`src/rtl/sorter_pkg.sv`:
```
// Shared constants and state encoding for the count sorter, kept in step with
// the bit-count stage so both agree on the count width.
package sorter_pkg;
  localparam int K_DEF = 4;
  localparam int M_DEF = 8;

  typedef enum logic [1:0] {
    S_COLLECT = 2'd0,
    S_SORT    = 2'd1,
    S_OUTPUT  = 2'd2
  } state_e;
endpackage

```
`src/rtl/bitcount_sorter_cmp_swap.sv`:
```
// Single unsigned compare-exchange: orders a pair, flags whether it was out of order.
module cmp_swap #(
  parameter int K = 4
) (
  input  logic [K-1:0] a,
  input  logic [K-1:0] b,
  output logic [K-1:0] lo,
  output logic [K-1:0] hi,
  output logic         swapped
);
  // Strict compare so equal values keep their positions.
  assign swapped = (a > b);
  assign lo      = swapped ? b : a;
  assign hi      = swapped ? a : b;
endmodule

```
`src/rtl/bitcount_sorter.sv`:
```
// Collects M counts, bubble-sorts them one compare per cycle, then streams the
// ascending result out over a valid/ready handshake.
module bitcount_sorter
  import sorter_pkg::*;
#(
  parameter int K  = K_DEF,
  parameter int M  = M_DEF,
  parameter int AW = $clog2(M)
) (
  input  logic         clk,
  input  logic         rst_n,
  input  logic [K-1:0] cnt_in,
  input  logic         cnt_valid,
  output logic         in_ready,
  output logic         in_drop,
  output logic         sort_busy,
  output logic [K-1:0] out_data,
  output logic         out_valid,
  output logic         out_last,
  input  logic         out_ready
);
  state_e         state_q, state_d;
  logic [AW-1:0]  wr_ptr_q, wr_ptr_d;
  logic [AW-1:0]  rd_ptr_q, rd_ptr_d;
  logic [AW-1:0]  idx_q, idx_d;
  logic [AW-1:0]  pass_q, pass_d;
  logic           swap_flag_q, swap_flag_d;
  logic [K-1:0]   mem_q [M];
  logic [K-1:0]   mem_d [M];
  logic [K-1:0]   out_data_q, out_data_d;
  logic           out_valid_q, out_valid_d;
  logic           out_last_q, out_last_d;
  logic           in_ready_q, in_ready_d;
  logic           sort_busy_q, sort_busy_d;

  logic [AW-1:0]  idx_p1;
  logic [AW:0]    pass_nxt;
  logic [K-1:0]   cs_lo, cs_hi;
  logic           cs_swapped;

  assign idx_p1   = idx_q + AW'(1);
  assign pass_nxt = {1'b0, pass_q} + (AW+1)'(1);

  cmp_swap #(.K(K)) u_cmp_swap (
    .a       (mem_q[idx_q]),
    .b       (mem_q[idx_p1]),
    .lo      (cs_lo),
    .hi      (cs_hi),
    .swapped (cs_swapped)
  );

  always_comb begin
    state_d     = state_q;
    wr_ptr_d    = wr_ptr_q;
    rd_ptr_d    = rd_ptr_q;
    idx_d       = idx_q;
    pass_d      = pass_q;
    swap_flag_d = swap_flag_q;
    mem_d       = mem_q;
    out_data_d  = out_data_q;
    out_last_d  = out_last_q;
    case (state_q)
      S_COLLECT: begin
        if (cnt_valid) begin
          mem_d[wr_ptr_q] = cnt_in;
          if (wr_ptr_q == AW'(M-1)) begin
            wr_ptr_d    = '0;
            idx_d       = '0;
            pass_d      = '0;
            swap_flag_d = 1'b0;
            state_d     = S_SORT;
          end else begin
            wr_ptr_d = wr_ptr_q + AW'(1);
          end
        end
      end
      S_SORT: begin
        mem_d[idx_q]  = cs_lo;
        mem_d[idx_p1] = cs_hi;
        if (idx_q == AW'(M-2)) begin
          pass_d = pass_nxt[AW-1:0];
          if (!(swap_flag_q || cs_swapped) || (pass_nxt == (AW+1)'(M-1))) begin
            // Present entry 0 of the post-swap array so out_valid and data rise together.
            state_d    = S_OUTPUT;
            rd_ptr_d   = '0;
            out_data_d = mem_d[0];
            out_last_d = 1'b0;
          end else begin
            idx_d       = '0;
            swap_flag_d = 1'b0;
          end
        end else begin
          idx_d       = idx_p1;
          swap_flag_d = swap_flag_q || cs_swapped;
        end
      end
      S_OUTPUT: begin
        if (out_ready) begin
          if (out_last_q) begin
            state_d    = S_COLLECT;
            out_last_d = 1'b0;
          end else begin
            rd_ptr_d   = rd_ptr_q + AW'(1);
            out_data_d = mem_q[rd_ptr_q + AW'(1)];
            out_last_d = ((rd_ptr_q + AW'(1)) == AW'(M-1));
          end
        end
      end
      default: state_d = S_COLLECT;
    endcase
    out_valid_d = (state_d == S_OUTPUT);
    in_ready_d  = (state_d == S_COLLECT);
    sort_busy_d = (state_d == S_SORT);
  end

  always_ff @(posedge clk or negedge rst_n) begin
    if (!rst_n) begin
      state_q     <= S_COLLECT;
      wr_ptr_q    <= '0;
      rd_ptr_q    <= '0;
      idx_q       <= '0;
      pass_q      <= '0;
      swap_flag_q <= 1'b0;
      for (int i = 0; i < M; i++) mem_q[i] <= '0;
      out_data_q  <= '0;
      out_valid_q <= 1'b0;
      out_last_q  <= 1'b0;
      in_ready_q  <= 1'b1;
      sort_busy_q <= 1'b0;
    end else begin
      state_q     <= state_d;
      wr_ptr_q    <= wr_ptr_d;
      rd_ptr_q    <= rd_ptr_d;
      idx_q       <= idx_d;
      pass_q      <= pass_d;
      swap_flag_q <= swap_flag_d;
      mem_q       <= mem_d;
      out_data_q  <= out_data_d;
      out_valid_q <= out_valid_d;
      out_last_q  <= out_last_d;
      in_ready_q  <= in_ready_d;
      sort_busy_q <= sort_busy_d;
    end
  end

  assign in_ready  = in_ready_q;
  assign in_drop   = cnt_valid && !in_ready_q;
  assign sort_busy = sort_busy_q;
  assign out_data  = out_data_q;
  assign out_valid = out_valid_q;
  assign out_last  = out_last_q;
endmodule

```
`config.mk`:
```
export PLATFORM = sky130hd
export DESIGN_NAME = bitcount_sorter
export DESIGN_NICKNAME = d
export VERILOG_FILES = /design/src/rtl/sorter_pkg.sv /design/src/rtl/bitcount_sorter_cmp_swap.sv /design/src/rtl/bitcount_sorter.sv
export SDC_FILE = /design/constraint.sdc
export NUM_CORES = 1
export LEC_CHECK = 0
export CORE_MARGIN = 8
export CORE_UTILIZATION = 45
export DETAILED_ROUTE_END_ITERATION = 16
export GPL_TIMING_DRIVEN = 0
export HOLD_SLACK_MARGIN = 0.08
export PLACE_DENSITY_LB_ADDON = 0.2
export SYNTH_ARGS = -nofsm -noshare
export SYNTH_HDL_FRONTEND = slang
export SYNTH_SLANG_ARGS = --single-unit
```
`constraint.sdc`:
```
create_clock -name clk -period 5.47 [get_ports clk]
set_input_delay 1.094 -clock clk [delete_from_list [all_inputs] [get_ports clk]]
set_output_delay 1.094 -clock clk [all_outputs]
set_load 0.01 [all_outputs]
```
### Port wiring, run 1

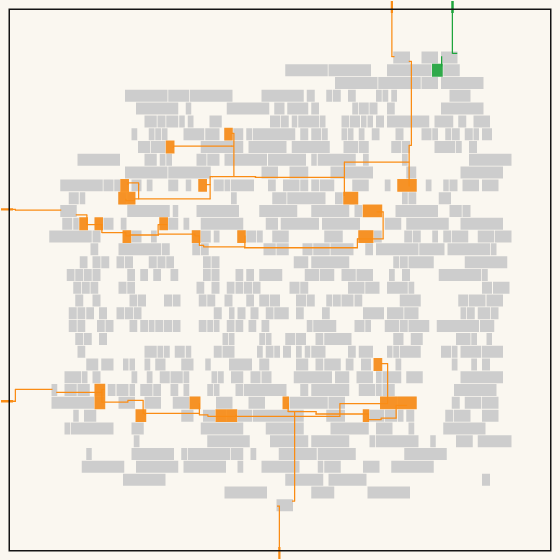
- cnt_in: orange (direction input; end cells 27; buffers 4; wire 404 um)
- in_drop: green (direction output; end cells 1; buffers 1; wire 12.0 um)
io pins: 17
input/output buffers: 15

### Sizing map, run 1

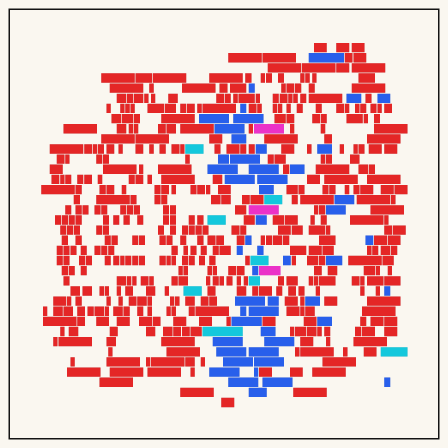
- x3 and x4: magenta (cells 3; share 0.58%; most used mux2i_4)
- x2: blue (cells 50; share 9.6%; most used mux4_2)
- x6 and larger: cyan (cells 8; share 1.5%; most used clkbuf_8)
- x1 and smaller: red (cells 458; share 88%; most used a21oi_1)

==> Slide: Implementation Results, run 1 <==
Run Summary

Outcome
  • Status: completed

Clocking
  • Latency at later pin: 0.32 ns
  • CTS Hold Buffers Added: 0
  • Max clock buf depth: 2
  • Post-CTS Setup Repair Bufs: 0
  • Root Driver: clkbuf_8
  • Clk slew on worst S/H paths: 0.11 ns
  • CTS tree: yes
  • Clock Sinks: 55

Setup path
  • WP buf/inv: 2
  • Most frequent CP cell: ha_1
  • Capturing point of the worst reg2reg path: out_data[1]$_DFFE_PN0P_
  • Nature of the critical path endpoint: register
  • Critical R2R Launch: idx_q[0]$_DFFE_PN0P_
  • Cell count along the critical path: 12
  • Data arrival, critical path: 5.02 ns
  • Crit path capture: out_data[1]$_DFFE_PN0P_
  • Crit. Startpoint: idx_q[0]$_DFFE_PN0P_

Floorplanning
  • Tap cells: 133
  • Die height: 114.8 um
  • Die area: 13180 um2
  • Die Width: 114.8 um

Yosys
  • Top-area cell share: 30.76%
  • Dominant cell type by area after synthesis: dfrtp_1
  • Mapped Area: 4393 um2
  • Post-synth top cells: a21oi_1, dfrtp_1, nor2_1
  • Chip Area, Yosys: 4393 um2
  • Asr flop ratio synth: 100.0%
  • Mapped Cells: 495
  • Mean Syn Cell Area: 8.875 um2
  • Top cells by area: dfrtp_1, mux4_2, a21oi_1, o21ai_0, mux2i_1

Flow run
  • MaxCap Viol Count: 0

Global routing
  • Final global-route overflow total: 0
  • Met2 global-route usage: 35.63%
  • GR peak layer: met2
  • First-pass GRT wire length: 22850 um
  • Met1 usage: 30.03%

STA
  • Worst Max-Slew Pin Slew: 0.9881 ns
  • Max Fclk: 207.0 MHz
  • Normalized max-slew margin: 32.24%
  • RSZ-0062 raised after global routing: false
  • Clock skew: 0.01431 ns
  • TNS Setup: 0 ns

Finish
  • Layout area overhead: 10.08%
  • Signal buffers: 45
  • Final non-clock buffer share: 5.873%
  • Dominant logic cell type in the layout: a21oi_1
  • Largest class: logic gates
  • Number of diodes: 0
  • Comb/total area: 58.58%
  • Fillcell total: 972
  • Register area: 1378 um2
  • Comb_multi_in: 394
  • Clk tree area frac: 2.303%

Worst hold path
  • Hold Startpoint: pass_q[2]$_DFFE_PN0P_

Route
  • DRT antenna net count: 0
  • Via-to-Cell Ratio: 6.520

Placement
  • Final HPWL DP: 11130 um
### Cells colored by class, run 1

Bar = 20 um.
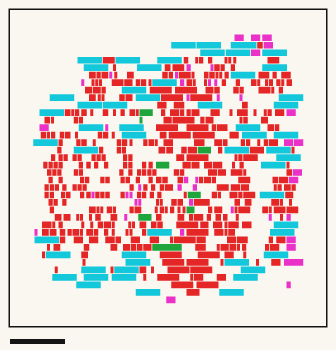
- clock drivers and dummy loads: green (cells 8)
- remaining buffers and delay cells: magenta (cells 45)
- registers: cyan (cells 55)
- remaining logic cells: red (cells 411)
FP Rows: 36
flop share of the area: 28.49%
core area: 9639 um2
cell area after layout: 4836 um2
utilization after layout: 50.17%

-- run 1: metal layers --
metal | wire length, um | share of wire [%]
met2 | 6589 | 47
met5 | 0 | 0
met1 | 6171 | 44
met3 | 976 | 6.9
met4 | 428 | 3.0
-- run 1: logic make-up (layout without fill, tap and decap cells) --
family                   count (synthesis)  after routing  synth area share, %
multiplexers                            49             49                17.74
XOR/XNOR                                 3              3               0.5982
AND-OR/OR-AND                          172            172                24.81
flip-flops                              55             55                31.36
AND/OR/NAND/NOR                        158            158                17.92
adder cells (fa/ha/maj)                 12             12                3.418
buffers and inverters                   46             70                4.158
-- run 1: state kept, by name (all words and copies together) (netlist names) --
register	cells
idx_q	3
in_ready	1
mem_q	32
out_data	4
out_last	1
out_valid	1
pass_q	3
rd_ptr_q	3
sort_busy	1
state_q	2
swap_flag_q	1
wr_ptr_q	3
-- run 1: metrics by stage --
| stage | hold WS [ns] | util (%) | worst slack (ns) | cell area (um2) | instances |
|---|---|---|---|---|---|
| 3_5_place_dp | 0.4849 | 49.01 | 0.7490 | 4725 | 644 |
| 2_1_floorplan | 0.4523 | - | 1.641 | 4393 | 495 |
| 4_1_cts | 0.5104 | 50.17 | 0.7129 | 4836 | 652 |
| 6_report | 0.4971 | 50.17 | 0.6389 | 4836 | 652 |
| 5_1_grt | 0.5602 | 50.17 | 0.4114 | 4836 | 652 |
| 3_3_place_gp | 0.4700 | 48.86 | 0.7937 | 4710 | 643 |
==> run 2: changes to the inputs <==
Settings changed: CORE_ASPECT_RATIO set to 0.75, SETUP_SLACK_MARGIN set to 0.2.
### Wire density map, run 2

Bar = 50 um. 26 x 20 tiles, from dark purple (low) to yellow (high), scaled to the fullest tile. Values are wire area over tile area, all layers added.
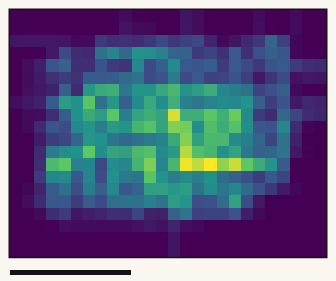
- nearly empty tiles: 30%
- fullest tile: 0.87
- mean over tiles: 0.20
- densest ninth of the die: center
- emptiest ninth of the die: lower right
All-Layer GR Usage: 23.51%
WL final: 15050 um
via count of the routed design: 4307

==> run 2 against run 1 <==
  * Global-route usage is 1.2 points higher
  * Register-to-register slack worse by 0.07 ns
  * Count of clock-buffer cells in the layout unchanged
  * Die size up 0.25%
  * Largest cell class unchanged
  * Routed wire length up 6.3%
  * Design area increased by 1.6%
==> Slide: Implementation Results, run 2 <==
Run Summary

Outcome
  • Status: completed

Finish
  • Largest class: logic gates
  • Signal buffers: 45 (unchanged)
  • Fin cells: 651 (-0.15%)
  • Fillcell total: 911 (-6.3%)
  • Final non-clock buffer share: 5.782% (-0.091 points)
  • Dominant logic cell type in the layout: a21oi_1
  • Number of diodes: 0 (unchanged)
  • Clk tree area frac: 3.846% (+1.5 points)
  • Largest Register: mem_q
  • Comb_multi_in: 394 (unchanged)
  • Flop share of the area: 28.04% (-0.44 points)
  • Layout area overhead: 11.82%
  • Comb/total area: 57.67% (-0.91 points)
  • Register area: 1378 um2 (unchanged)

Route
  • Met2 routed WL: 6311 um (-4.2%)
  • Met3 wire len: 1788 um (+83%)
  • Met1 Wirelength: 6622 um (+7.3%)
  • DRT antenna net count: 0 (unchanged)
  • Top layer in use: met5

Clocking
  • CTS Hold Buffers Added: 0 (unchanged)
  • CTS tree: yes
  • Clk slew on worst S/H paths: 0.07 ns (-0.04 ns)
  • Max clock buf depth: 2 (unchanged)
  • Post-CTS Setup Repair Bufs: 0 (unchanged)
  • Latency at later pin: 0.31 ns (about the same)
  • Clock Sinks: 55 (unchanged)

Yosys
  • Chip Area, Yosys: 4393 um2 (unchanged)
  • Mapped Cells: 495 (unchanged)
  • Post-synth top cells: a21oi_1, dfrtp_1, nor2_1
  • Mapped Area: 4393 um2 (unchanged)
  • Top-area cell share: 30.76% (unchanged)
  • Top cells by area: dfrtp_1, mux4_2, a21oi_1, o21ai_0, mux2i_1
  • Asr flop ratio synth: 100.0% (unchanged)
  • Dominant cell type by area after synthesis: dfrtp_1

Floorplanning
  • Io pins: 17 (unchanged)
  • Die area: 13210 um2 (+0.25%)
  • Core area: 9580 um2 (-0.61%)
  • FP Rows: 31 (-14%)
  • Die height: 101.6 um (-12%)
  • Die Width: 130.1 um (+13%)

Global routing
  • GR peak layer: met1
  • Final global-route overflow total: 0 (unchanged)
  • First-pass GRT wire length: 23440 um (+2.6%)
  • Met2 global-route usage: 32.92% (-2.7 points)

Worst hold path
  • Hold Startpoint: pass_q[2]$_DFFE_PN0P_

Placement
  • Final HPWL DP: 11560 um (+3.8%)
  • DP Cell Count: 643 (-0.16%)

Setup path
  • Critical R2R Launch: idx_q[0]$_DFFE_PN0P_

STA
  • Worst Max-Slew Pin Slew: 0.9587 ns (-0.02941 ns)
  • RSZ-0062 raised after global routing: false
  • Normalized max-slew margin: 34.26% (+2.0 points)
  • Max Fclk: 204.0 MHz (-1.5%)
[run 2: critical path, stage by stage, from the launching register on]
cell and delay [ns]:
dfrtp_1 0.48, inv_2 0.12, buf_2 0.25, ha_1 0.31, clkbuf_1 0.59, mux2i_2 0.69, inv_1 0.11, ha_1 0.21
and4b_1 0.29, a211oi_2 0.11, nor2_2 0.54, mux2_2 0.45, a222oi_1 0.48, a21oi_1 0.14
[run 2: cell families (layout without fill, tap and decap cells)]
logic type / count (synthesis) / count (layout) / share of synthesized area (%)
fa+ha+maj: 12 / 12 / 3.418
simple gates: 158 / 158 / 17.92
xor+xnor: 3 / 3 / 0.5982
buf+inv: 46 / 70 / 4.158
mux: 49 / 49 / 17.74
flops: 55 / 55 / 31.36
compound gates: 172 / 172 / 24.81
[run 2: worst max-delay path by stage]
stage	from	to	slack, ns	cells after the start
3_3_place_gp	idx_q[0]$_DFFE_PN0P_	out_data[1]$_DFFE_PN0P_	0.73	12
5_1_grt	idx_q[0]$_DFFE_PN0P_	out_data[1]$_DFFE_PN0P_	0.38	13
3_5_place_dp	idx_q[0]$_DFFE_PN0P_	out_data[1]$_DFFE_PN0P_	0.70	12
6_report	idx_q[0]$_DFFE_PN0P_	out_data[1]$_DFFE_PN0P_	0.57	13
4_1_cts	idx_q[0]$_DFFE_PN0P_	out_data[1]$_DFFE_PN0P_	0.68	12
2_1_floorplan	idx_q[0]$_DFFE_PN0P_	out_data[1]$_DFFE_PN0P_	1.64	13
[run 2: per-stage QoR]
step	setup slack [ns]	area, um2	util (%)
final	0.5669	4912	51.27
after global routing	0.3823	4912	51.27
after CTS	0.6834	4912	51.27
after detailed placement	0.6993	4723	49.30
after global placement	0.7320	4708	49.14
after floorplan	1.641	4393	-
==> run 3: changes to the inputs <==
Settings changed: SKIP_CTS_REPAIR_TIMING set to 1.
### Cells colored by class, run 3

Bar = 50 um.
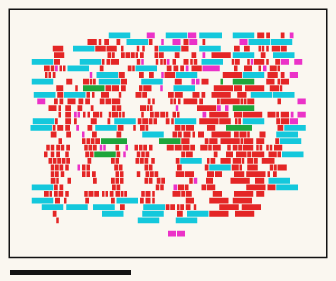
- remaining buffers and delay cells: magenta (cells 45)
- clock drivers and dummy loads: green (cells 8)
- registers: cyan (cells 55)
- remaining logic cells: red (cells 411)
utilization after layout: 51.27%
core area: 9580 um2
FP Rows: 31
cell area after layout: 4912 um2

==> run 3 against run 2 <==
  * Sequential share of layout area stayed put
  * First-iteration DRC count stayed put
  * Clock skew stayed put
  * Design area stayed put
  * Maximum frequency stayed put
  * Via count stayed put
  * Critical path depth stayed put
  * Routed wire length stayed put
  * Critical path type unchanged
  * Highest routed layer unchanged
==> Slide: Implementation Results, run 3 <==
Run Summary

Placement
  • Final HPWL DP: 11560 um (unchanged)
  • DP Cell Count: 643 (unchanged)
  • Post-DP Area: 4723 um2 (unchanged)

Finish
  • Largest Register: mem_q
  • Dominant logic cell type in the layout: a21oi_1
  • Number of diodes: 0 (unchanged)
  • Fin cells: 651 (unchanged)

Clocking
  • Clk slew on worst S/H paths: 0.07 ns (about the same)
  • Latency at later pin: 0.31 ns (about the same)
  • Max clock buf depth: 2 (unchanged)
  • CTS tree: yes
  • Clock Sinks: 55 (unchanged)

Floorplanning
  • Io pins: 17 (unchanged)
  • Die height: 101.6 um (unchanged)
  • Die area: 13210 um2 (unchanged)
  • Die Width: 130.1 um (unchanged)

Setup path
  • Crit path capture: out_data[1]$_DFFE_PN0P_
  • Crit. Startpoint: idx_q[0]$_DFFE_PN0P_
  • CP Cell Sequence: inv_2 > buf_2 > ha_1 > clkbuf_1 > mux2i_2 > inv_1 > ha_1 > and4b_1 > a211oi_2 > nor2_2 > mux2_2 > a222oi_1 > a21oi_1
  • Critical R2R Launch: idx_q[0]$_DFFE_PN0P_
  • WP buf/inv: 4 (unchanged)
  • Delay of the slowest critical-path stage: 0.69 ns (about the same)
  • Most frequent CP cell: ha_1
  • Cell count along the critical path: 13 (unchanged)

Yosys
  • Mux frac, synth: 17.74% (unchanged)
  • Ao+oa area frac: 24.81% (unchanged)
  • Asr flop ratio synth: 100.0% (unchanged)
  • Dominant cell type by area after synthesis: dfrtp_1
  • AND/OR/NAND/NOR Cells, Area Fraction: 17.92% (unchanged)
  • Post-synth top cells: a21oi_1, dfrtp_1, nor2_1
  • Xor/xnor share: 0.5981% (unchanged)
  • Adder Share, Synth: 3.418% (unchanged)
  • Chip Area, Yosys: 4393 um2 (unchanged)
  • Top cells by area: dfrtp_1, mux4_2, a21oi_1, o21ai_0, mux2i_1
  • Top-area cell share: 30.76% (unchanged)
  • Mapped Area: 4393 um2 (unchanged)

Outcome
  • Status: completed

STA
  • Worst Max-Slew Pin Slew: 0.9587 ns (unchanged)
  • RSZ-0062 raised after global routing: false

Route
  • Via count of the routed design: 4307 (unchanged)
  • DRT antenna net count: 0 (unchanged)
  • WL final: 15050 um (unchanged)

Global routing
  • Final global-route overflow total: 0 (unchanged)
  • All-Layer GR Usage: 23.51% (unchanged)
  • Met2 global-route usage: 32.92% (unchanged)
  • GR peak layer: met1
[run 3: cell counts in the layout (fill, tap and decap cells not counted)]
Identical to the previous run, type by type.
[run 3: layout make-up]
type	instances	area (um2)
Buffer	29	118.9
Clock buffer	6	128.9
Clock inverter	2	60.06
Fill cell	911	4668
Inverter	17	63.81
Multi-Input combinational cell	394	2833
Sequential cell	55	1378
Tap cell	132	165.2
Timing Repair Buffer	16	165.2
[run 3: logic make-up (layout without fill, tap and decap cells)]
logic type | Yosys count | after routing
buffers and inverters | 46 | 70
adder cells (fa/ha/maj) | 12 | 12
multiplexers | 49 | 49
AND-OR/OR-AND | 172 | 172
AND/OR/NAND/NOR | 158 | 158
XOR/XNOR | 3 | 3
flip-flops | 55 | 55
[run 3: worst min-delay path, cell delays in order (launching register included)]
cell and delay (ns):
dfrtp_1 0.36, nand2_1 0.05, o21ai_0 0.07
[run 3: per-stage QoR]
| stage | setup slack (ns) |
|---|---|
| finish | 0.5669 |
| global route | 0.3823 |
| CTS | 0.6834 |
| detailed placement | 0.6993 |
| global placement | 0.7320 |
| floorplan | 1.641 |
[run 3: worst min path at each step]
| stage | endpoint | cells after the start |
|---|---|---|
| 2_1_floorplan | pass_q[2]$_DFFE_PN0P_ | 2 |
| 3_3_place_gp | pass_q[2]$_DFFE_PN0P_ | 2 |
| 4_1_cts | pass_q[2]$_DFFE_PN0P_ | 2 |
| 3_5_place_dp | pass_q[2]$_DFFE_PN0P_ | 2 |
| 6_report | pass_q[2]$_DFFE_PN0P_ | 2 |
| 5_1_grt | pass_q[2]$_DFFE_PN0P_ | 2 |
[run 3: routing by layer]
layer	part of all wire (%)	vias to the layer above
met5	0.24	-
met4	1.9	2
met3	12	33
met2	42	267
met1	44	2073
li1	-	1932
